File: config.mk
export PLATFORM = sky130hd
export DESIGN_NAME = index_decoder_scoreboard
export DESIGN_NICKNAME = d
export VERILOG_FILES = /design/src/rtl/scoreboard_pkg.sv /design/src/rtl/onehot_decoder.sv /design/src/rtl/index_decoder_scoreboard.sv
export SDC_FILE = /design/constraint.sdc
export NUM_CORES = 1
export LEC_CHECK = 0
export CAP_MARGIN = 20
export CORE_MARGIN = 2
export CORE_UTILIZATION = 40
export CTS_BUF_LIST = sky130_fd_sc_hd__clkbuf_4 sky130_fd_sc_hd__clkbuf_8
export CTS_CLUSTER_DIAMETER = 50
export CTS_CLUSTER_SIZE = 8
export DETAILED_ROUTE_END_ITERATION = 12
export PLACE_DENSITY = 0.71
export SLEW_MARGIN = 15
export SYNTH_ARGS = -nofsm -noshare
export SYNTH_HDL_FRONTEND = slang
export SYNTH_SLANG_ARGS = --single-unit
File: constraint.sdc
create_clock -name clk -period 8.2 [get_ports clk]
set_clock_uncertainty 0.05 [all_clocks]
set_input_delay 1.64 -clock clk [delete_from_list [all_inputs] [get_ports clk]]
set_output_delay 1.64 -clock clk [all_outputs]
set_load 0.02 [all_outputs]
File: src/rtl/scoreboard_pkg.sv
// ============================================================================
//  scoreboard_pkg : shared defaults and types for index_decoder_scoreboard
//  Revision: 1.0
// ============================================================================
`default_nettype none

package scoreboard_pkg;

  localparam int WIDTH_DEFAULT   = 64;
  localparam int NUM_SET_DEFAULT = 2;
  localparam int IDX_W           = $clog2(WIDTH_DEFAULT);
  localparam int CNT_W           = $clog2(WIDTH_DEFAULT + 1);

  typedef logic [IDX_W-1:0] idx_t;
  typedef logic [CNT_W-1:0] cnt_t;

endpackage

`default_nettype wire

File: src/rtl/onehot_decoder.sv
// ============================================================================
//  onehot_decoder : index -> one-hot vector with out-of-range detection
//  Revision: 1.0
// ============================================================================
`default_nettype none

module onehot_decoder
  import scoreboard_pkg::*;
#(
  parameter  int WIDTH = WIDTH_DEFAULT,
  localparam int IDX_W = $clog2(WIDTH)
) (
  input  logic [IDX_W-1:0] idx,
  input  logic             en,
  output logic [WIDTH-1:0] onehot,
  output logic             oor
);

  localparam logic [IDX_W:0] c_limit = (IDX_W + 1)'(WIDTH);

  // Out-of-range indices decode to all zeros so they never touch the map.
  always_comb begin
    onehot = '0;
    oor    = 1'b0;
    if (en) begin
      if ({1'b0, idx} < c_limit) begin
        onehot[idx] = 1'b1;
      end else begin
        oor = 1'b1;
      end
    end
  end

endmodule

`default_nettype wire

File: src/rtl/index_decoder_scoreboard.sv
// ============================================================================
//  index_decoder_scoreboard : registered set/clear bitmap with popcount
//  Optional duplicate-operation checking: SCOREBOARD_DUP_CHECK_EN
//  Revision: 1.0
// ============================================================================
`default_nettype none

module index_decoder_scoreboard
  import scoreboard_pkg::*;
#(
  parameter  int WIDTH         = WIDTH_DEFAULT,
  parameter  int NUM_SET       = NUM_SET_DEFAULT,
  parameter  bit RESET_ALL_SET = 1'b0,
  localparam int IDX_W         = $clog2(WIDTH),
  localparam int CNT_W         = $clog2(WIDTH + 1)
) (
  input  logic                     clk,
  input  logic                     rst_n,
  input  logic [NUM_SET-1:0]       set_valid,
  input  logic [NUM_SET*IDX_W-1:0] set_idx,
  input  logic                     clr_valid,
  input  logic [IDX_W-1:0]         clr_idx,
  input  logic                     flush,
  input  logic [IDX_W-1:0]         lookup_idx,
  output logic                     lookup_hit,
  output logic [WIDTH-1:0]         mask,
  output logic [CNT_W-1:0]         count,
  output logic                     err_range,
  output logic                     err_dup
);

  localparam logic [WIDTH-1:0] c_rst_mask  = {WIDTH{RESET_ALL_SET}};
  localparam logic [CNT_W-1:0] c_rst_count = RESET_ALL_SET ? CNT_W'(WIDTH) : '0;
  localparam logic [IDX_W:0]   c_limit     = (IDX_W + 1)'(WIDTH);

  logic [WIDTH-1:0]   set_oh [NUM_SET];
  logic [NUM_SET-1:0] set_oor;
  logic [WIDTH-1:0]   clr_oh;
  logic               clr_oor;

  logic [WIDTH-1:0]   mask_q, mask_d, set_any;
  logic [CNT_W-1:0]   count_q, count_d;
  logic               err_range_q, err_range_d;

  for (genvar k = 0; k < NUM_SET; k++) begin : g_set_dec
    onehot_decoder #(.WIDTH(WIDTH)) u_set_dec (
      .idx    (set_idx[k*IDX_W +: IDX_W]),
      .en     (set_valid[k]),
      .onehot (set_oh[k]),
      .oor    (set_oor[k])
    );
  end

  onehot_decoder #(.WIDTH(WIDTH)) u_clr_dec (
    .idx    (clr_idx),
    .en     (clr_valid),
    .onehot (clr_oh),
    .oor    (clr_oor)
  );

  // Clear before set so a same-cycle set of the same index wins; flush overrides all.
  always_comb begin
    set_any = '0;
    for (int k = 0; k < NUM_SET; k++) begin
      set_any = set_any | set_oh[k];
    end
    mask_d      = flush ? c_rst_mask : ((mask_q & ~clr_oh) | set_any);
    err_range_d = err_range_q | (|set_oor) | clr_oor;
  end

  always_comb begin
    count_d = '0;
    for (int i = 0; i < WIDTH; i++) begin
      count_d = count_d + CNT_W'(mask_d[i]);
    end
  end

  always_ff @(posedge clk or negedge rst_n) begin
    if (!rst_n) begin
      mask_q      <= c_rst_mask;
      count_q     <= c_rst_count;
      err_range_q <= 1'b0;
    end else begin
      mask_q      <= mask_d;
      count_q     <= count_d;
      err_range_q <= err_range_d;
    end
  end

`ifdef SCOREBOARD_DUP_CHECK_EN
  logic err_dup_q, err_dup_d;
  logic dup_evt;

  // Checked against the registered map; out-of-range requests decode to zero and never match.
  always_comb begin
    dup_evt = 1'b0;
    if (!flush) begin
      for (int k = 0; k < NUM_SET; k++) begin
        if (|(set_oh[k] & mask_q)) dup_evt = 1'b1;
        for (int j = 0; j < k; j++) begin
          if (|(set_oh[k] & set_oh[j])) dup_evt = 1'b1;
        end
      end
      if (clr_valid && !clr_oor && !(|(clr_oh & mask_q))) dup_evt = 1'b1;
    end
    err_dup_d = err_dup_q | dup_evt;
  end

  always_ff @(posedge clk or negedge rst_n) begin
    if (!rst_n) begin
      err_dup_q <= 1'b0;
    end else begin
      err_dup_q <= err_dup_d;
    end
  end

  assign err_dup = err_dup_q;
`else
  assign err_dup = 1'b0;
`endif

  assign mask       = mask_q;
  assign count      = count_q;
  assign err_range  = err_range_q;
  assign lookup_hit = ({1'b0, lookup_idx} < c_limit) ? mask_q[lookup_idx] : 1'b0;

endmodule

`default_nettype wire

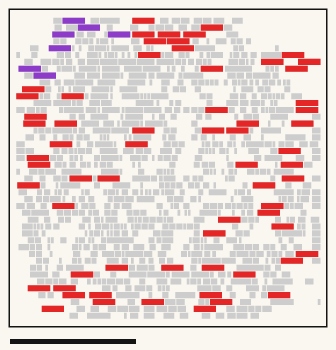
Figure 1: run 1, where the registers sit.
The bar under the picture is 50 µm long. Other cells in grey.
Key: purple = count [placed flops 7, where upper left]; red = mask [placed flops 64, where spread over the die]

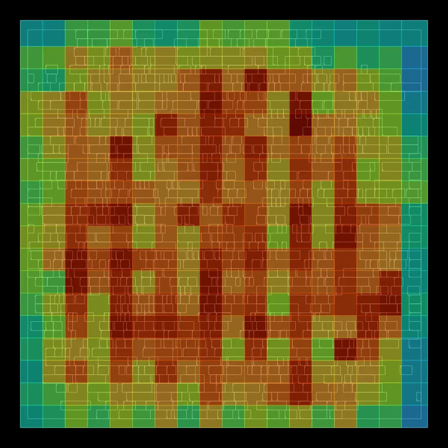
Figure 2: run 1, routing congestion.
GRT met1 Usage: 45.6%
GRT busiest layer: met2
grt met3 use: 7.79%
wire per inst: 24.2 µm
gr usage total: 33.7%

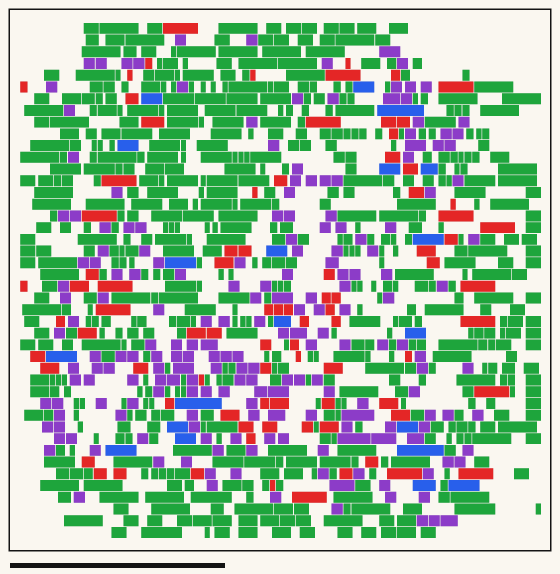
Figure 3: run 1, sizing map.
The bar under the picture is 50 µm long.
Key: purple = drive 3 to 4 [cells 199, most used buf_4]; blue = drive 6 and up [cells 20, most used clkbuf_8]; green = drive 1 or less [cells 592, most used clkdlybuf4s50_1]; red = drive 2 [cells 84, most used mux4_2]
Syn-to-layout area delta: 54.8%
Final WS setup: 0.211 ns
non-clock buffer count: 289
final instance area: 9110 µm²

==> reports/qor.csv, run 1 <==
stage,metric,value,unit
outcome,status,finished clean,
worst_hold_path,Hold WC Path Type,reg -> reg,
clock_tree,"Clk Latency, worst-skew pair",0.39,ns
run,tool warnings,29,
detailed_routing,Post-DRT Antenna Nets,0,
power_and_ir_drop,Power Total,0.994,mW
detailed_routing,Post-Route WL,26.1,mm
power_and_ir_drop,Sw Ratio,31.2,%
yosys,Syn. warnings,0,
yosys,post-synth area from yosys stat,5890,µm²
timing,unrepaired setup endpoints after global routing,yes,
power_and_ir_drop,Power Dens Cells,109,nW/µm²
clock_tree,clk buf depth,2,
clock_tree,"CTS clk-pin slew, worst paths",0.08,ns
finish,final core utilization,62.9,%
global_route,first-pass GRT wire length,39.2,mm
placement,detailed placement HPWL,20.8,mm
timing,Max Slew Vio Count,0,
finish,Final Net Count,989,
clock_tree,clock sink count,71,
power_and_ir_drop,Worst IR Drop VDD,0.0868,mV
die,num ports,104,
clock_tree,H-tree depth,3,
detailed_routing,Via density,5.92,
power_and_ir_drop,Leakage,4.18,nW
placement,dpl cell area,8380,µm²
placement,Placed Instances,1053,
critical_path,CP top delay family,adder cells,
timing,fin crit share,97.4,%
timing,Least-Margin Pin Slew,1.01,ns
finish,layout cells sized above 1,33.9,%
timing,fin crit period,7.99,ns
detailed_routing,DR top layer,met4,
detailed_routing,met2 wire len,12.0,mm
yosys,main area contributors,"dfrtp_1 (30%), fa_1 (18%), mux4_2 (5.4%)",
finish,Filler cells,1210,
power_and_ir_drop,Comb power frac,27.0,%
clock_tree,CTS Buf Count,9,
yosys,Synth top area share,30.2,%
finish,most used logic cell in the final layout,buf_4,
timing,slew margin rel.,32.3,%
power_and_ir_drop,internal power,0.684,mW
critical_path,Buf/Inv on CP,8,
yosys,mapped cell area,5890,µm²
yosys,"Top FF cell, synth",dfrtp_1,
detailed_routing,DR DRC count,0,
global_route,maximum number of pins on one net before global-route repair,72,
finish,most instantiated logic cells after routing,"buf_4 (180), clkdlybuf4s50_1 (78), dfrtp_1 (71), nand2_1 (63)",
timing,Sum Neg Setup Slack,0,ns
yosys,Synth flops,71,
yosys,number of enable flip-flop cells,0,
yosys,Synth top cell by count,dfrtp_1,
global_route,Global Route met2 Usage,52.2,%
global_route,total gr overflow,0,
die,core box area,14500,µm²
placement,Placer Congestion,1.06,
critical_path,R2R depth,22,
power_and_ir_drop,Clk pwr share,36.3,%
yosys,Synth cell types,42,
yosys,"Seq share, synth",30.2,%
critical_path,WP data required,8.46,ns
critical_path,kind of critical path,in -> reg,
detailed_routing,DR WL met3,2.07,mm
power_and_ir_drop,P_sw,0.311,mW
die,row cnt,44,
timing,Fmax,125,MHz
clock_tree,CTS tree,built,
finish,Antenna diodes,0,
timing,Final Hold Vio Count,0,
timing,final setup vio count,0,
clock_tree,post-CTS setup buffers,0,
power_and_ir_drop,Reg power frac,36.7,%
timing,hold slack,0.540,ns
## run 1: power by group through the flow
stage,Combinational [mW],Clock [mW],Sequential (mW)
after global placement,0.245,0,0.371
after floorplan,0.103,0,0.382
after CTS,0.252,0.364,0.365
final,0.268,0.361,0.365
after detailed placement,0.248,0,0.372
after global routing,0.290,0.381,0.366
## run 1: path summary, 6_finish.rpt
path | startpoint | endpoint
worst max-delay path | set_idx[2] | count[6]
worst min-delay path | mask[39] | mask[39]
worst max register to register | mask[51] | count[6]
worst min register to register | mask[39] | mask[39]
max in group asynchronous | rst_n | mask[57]
min in group asynchronous | rst_n | mask[17]
## run 1: state kept, by name (all words and copies together) (netlist names)
| name | flops |
|---|---|
| mask | 64 |
| count | 7 |
## run 1: worst register-to-register path, stage by stage (launching register included)
cell,delay (ns)
dfrtp_1,0.44
o21ai_4,0.09
a31oi_4,0.17
fa_1,0.48
fa_1,0.57
inv_1,0.07
fa_1,0.59
inv_2,0.06
fa_1,0.53
fa_1,0.44
fa_1,0.52
inv_1,0.05
fa_1,0.52
fa_1,0.42
inv_1,0.07
ha_2,0.17
inv_1,0.06
fa_2,0.40
inv_2,0.05
a21oi_1,0.05
o21bai_1,0.21
a21oi_1,0.10
o21bai_1,0.13
## run 1: area by class of cell
type                            count  area share, %
Sequential cell                    71           19.5
Multi-Input combinational cell    459           45.0
Timing Repair Buffer              289           27.9
Clock buffer                       10           1.44
Inverter                           60           2.47
Tap cell                          184           2.53
Clock inverter                      6           1.20
## run 1: logic make-up (layout without fill, tap and decap cells)
kind of cell,Yosys count,after routing,share of synthesized area (%)
compound gates,210,210,22.5
simple gates,157,157,12.5
buf+inv,87,365,5.97
flops,71,71,30.2
fa+ha+maj,69,69,21.6
mux,17,17,6.70
xor+xnor,4,4,0.595
other cells,1,2,0.0637
Figure 4. Gate-type map (run 1).
The bar under the picture is 50 µm long.
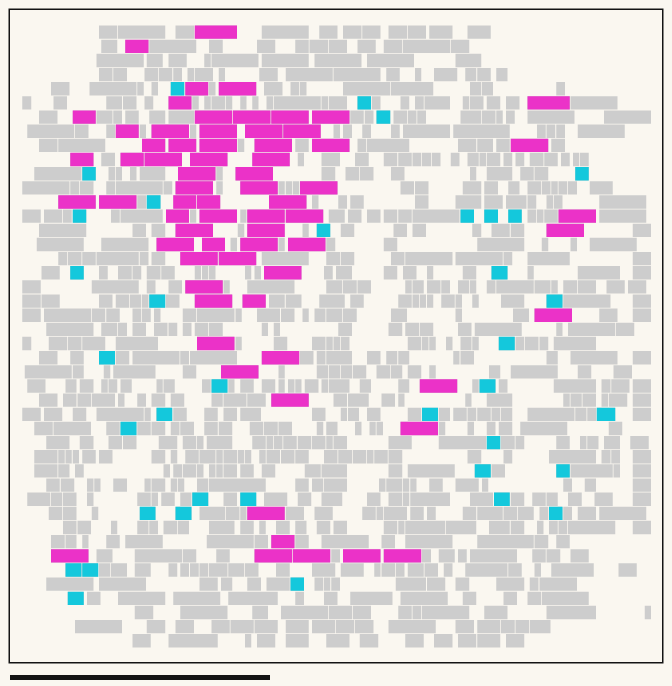

==> run 1 -> run 2 <==
Settings changed: HOLD_SLACK_MARGIN set to 0.08, PLACE_DENSITY 0.71 to 0.58, SYNTH_HIERARCHICAL set to 1.
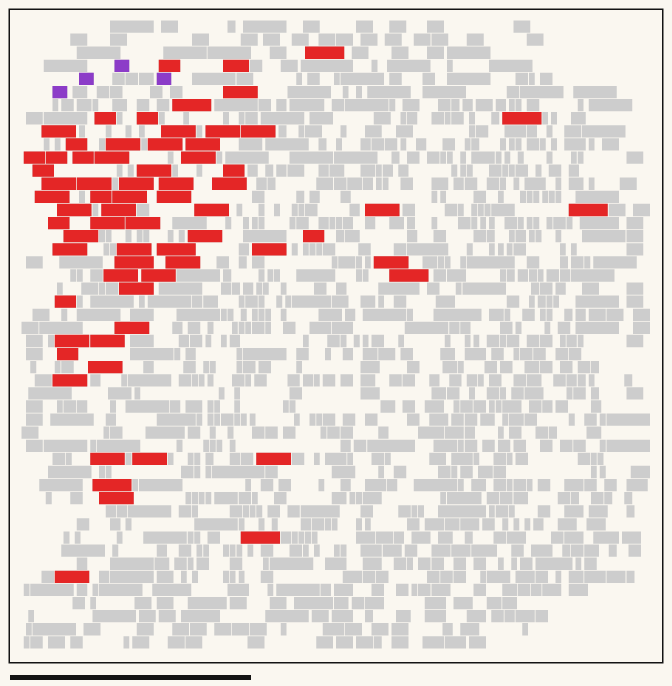
Figure 5: run 2, gate-type map.
The bar under the picture is 50 µm long.
Key: red = adder and majority cells [cells 69, most used fa_1]; purple = XOR/XNOR gates [cells 4, where upper left]

==> run 2 against run 1 <==
Register-to-register slack got worse by 0.08 ns. Sequential share of layout area fell by 1.2 points. Cell count up 20%. Largest power group unchanged.
==> reports/qor.csv, run 2 <==
stage,metric,value,unit,change
detailed_routing,Post-Route WL,27.8,mm,+6.7%
finish,Final Net Count,1167,,+18%
critical_path,WP data required,8.42,ns,-0.04 ns
global_route,first-pass GRT wire length,41.4,mm,+5.6%
yosys,post-synth area from yosys stat,6900,µm²,+17%
detailed_routing,DR top layer,met4,,
die,num ports,104,,unchanged
power_and_ir_drop,Power Total,0.972,mW,-2.3%
yosys,Synth flops,72,,+1.4%
die,Die Ht,135,µm,
yosys,Async SR Flop Fraction,100,%,
placement,dpl cell area,9120,µm²,+8.9%
clock_tree,clock sink count,72,,+1.4%
yosys,Synth top cell by count,nor2_1,,
finish,most instantiated logic cells after routing,"nor2_1 (194), buf_4 (159), inv_1 (151), clkdlybuf4s50_1 (79), dfrtp_1 (72)",,
worst_hold_path,Hold WC Path Type,reg -> reg,,
power_and_ir_drop,Clk pwr share,34.6,%,-1.7 points
power_and_ir_drop,Comb power,0.265,mW,about the same
power_and_ir_drop,sequential power,0.371,mW,+2%
critical_path,kind of critical path,in -> reg,,
finish,max FFs per register,64,,unchanged
finish,most used logic cell in the final layout,nor2_1,,
global_route,GRT met1 Usage,42.3,%,-3.3 points
clock_tree,"Clk Latency, worst-skew pair",0.38,ns,about the same
global_route,total gr overflow,0,,unchanged
timing,Max Slew Vio Count,0,,unchanged
clock_tree,H-tree depth,3,,unchanged
power_and_ir_drop,Leakage,4.44,nW,+6.3%
global_route,gr usage total,31.2,%,-2.5 points
critical_path,CP top delay family,adder cells,,
power_and_ir_drop,Power Dens Cells,98.6,nW/µm²,-9.7%
outcome,status,finished clean,,
finish,layout cells sized above 1,30.3,%,-3.6 points
die,core box area,17100,µm²,+18%
placement,detailed placement HPWL,22.2,mm,+6.9%
yosys,Synth cell types,45,,+7.1%
detailed_routing,DR DRC count,0,,unchanged
timing,final setup vio count,0,,unchanged
yosys,Post-Syn Instances,819,,
power_and_ir_drop,Comb power frac,27.2,%,+0.2 points
yosys,main area contributors,"dfrtp_1 (26%), fa_1 (16%), nor2_1 (11%)",,
clock_tree,CTS Buf Count,9,,unchanged
timing,slew margin rel.,35.0,%,+2.7 points
detailed_routing,Via density,5.37,,-9.4%
global_route,GRT busiest layer,met2,,
detailed_routing,Post-DRT Antenna Nets,0,,unchanged
critical_path,Buf/Inv on CP,7,,-1
yosys,number of enable flip-flop cells,0,,unchanged
power_and_ir_drop,Biggest consumer,registers,,
timing,Fmax,125,MHz,about the same
yosys,Synth top area share,26.1,%,-4.1 points
power_and_ir_drop,P_sw,0.304,mW,-2.2%
power_and_ir_drop,Sw Ratio,31.3,%,+0.035 points
global_route,Global Route met2 Usage,48.6,%,-3.6 points
finish,Syn-to-layout area delta,42.9,%,
power_and_ir_drop,P_clk,0.336,mW,-6.9%
detailed_routing,DR WL met3,2.45,mm,+18%
clock_tree,clk buf depth,2,,unchanged
detailed_routing,met2 wire len,12.5,mm,+4.4%
detailed_routing,wire per inst,21.4,µm,-11%
die,row cnt,48,,+9.1%
yosys,Syn. warnings,6,,+6
power_and_ir_drop,Worst IR Drop VDD,0.0686,mV,-21%
power_and_ir_drop,Reg power frac,38.2,%,+1.5 points
yosys,"Top FF cell, synth",dfrtp_1,,
timing,Least-Margin Pin Slew,0.975,ns,-0.0400 ns
finish,final core utilization,57.8,%,-5.1 points
yosys,"Seq share, synth",26.1,%,-4.1 points
finish,final instance area,9860,µm²,+8.3%
yosys,mapped cell area,6900,µm²,+17%
timing,fin crit period,7.99,ns,+0.00406 ns
placement,Placer Congestion,1.00,,-5.5%
[run 2: cell types whose count changed after synthesis, sizes merged, moves of 19 or more]
cell and change:
nor2 +170, inv +93, nand2 -64, o21ai -64, a211oi +52, or2 +43, a22oi -35, a31oi -23
a21oi -22, buf +20, a31o -19
[run 2: through the flow]
stage	hold WS, ns	instances	worst slack, ns
detailed placement	0.411	1253	-0.689
global route	0.451	1298	-0.0162
CTS	0.430	1282	0.00156
finish	0.419	1298	0.207
global placement	0.406	1253	-0.756
floorplan	0.541	819	0.150
[run 2: logic make-up (layout without fill, tap and decap cells)]
kind of cell / count (synthesis) / in the layout / synth area share, %
AND/OR/NAND/NOR: 362 / 362 / 28.6
buffers and inverters: 200 / 454 / 12.2
AND-OR/OR-AND: 82 / 82 / 8.36
flip-flops: 72 / 72 / 26.1
adder cells (fa/ha/maj): 69 / 69 / 18.4
multiplexers: 26 / 26 / 5.58
other: 4 / 4 / 0.217
XOR/XNOR: 4 / 4 / 0.508
[run 2: layout make-up]
cell class	count	area, µm²
tap	225	282
fill	1632	7200
timing repair buffer	285	2470
multi-input combinational	547	4510
inverter	153	574
clock buffer	11	145
clock inverter	5	78.8
sequential	72	1800
[run 2: worst paths after layout]
path | start | endpoint | slack (ns) | depth (start not counted)
min in group asynchronous | rst_n | mask[37] | 1.36 | 1
max in group asynchronous | rst_n | mask[10] | 6.10 | 1
worst min register to register | err_range | err_range | 0.42 | 1
worst max-delay path | set_idx[1] | count[6] | 0.21 | 25
worst max register to register | mask[51] | count[6] | 1.80 | 21
worst min-delay path | err_range | err_range | 0.42 | 1
[run 2: timing repair]
item | 4_1_cts | 5_1_grt
resized | 50 | 69
gates cloned | 0 | 2
endpoints found under the setup margin | 4 | 4
buffers inserted | 13 | 14
pin swaps | 22 | 38
No activity file was given, so power comes from the tool's default toggle rates.
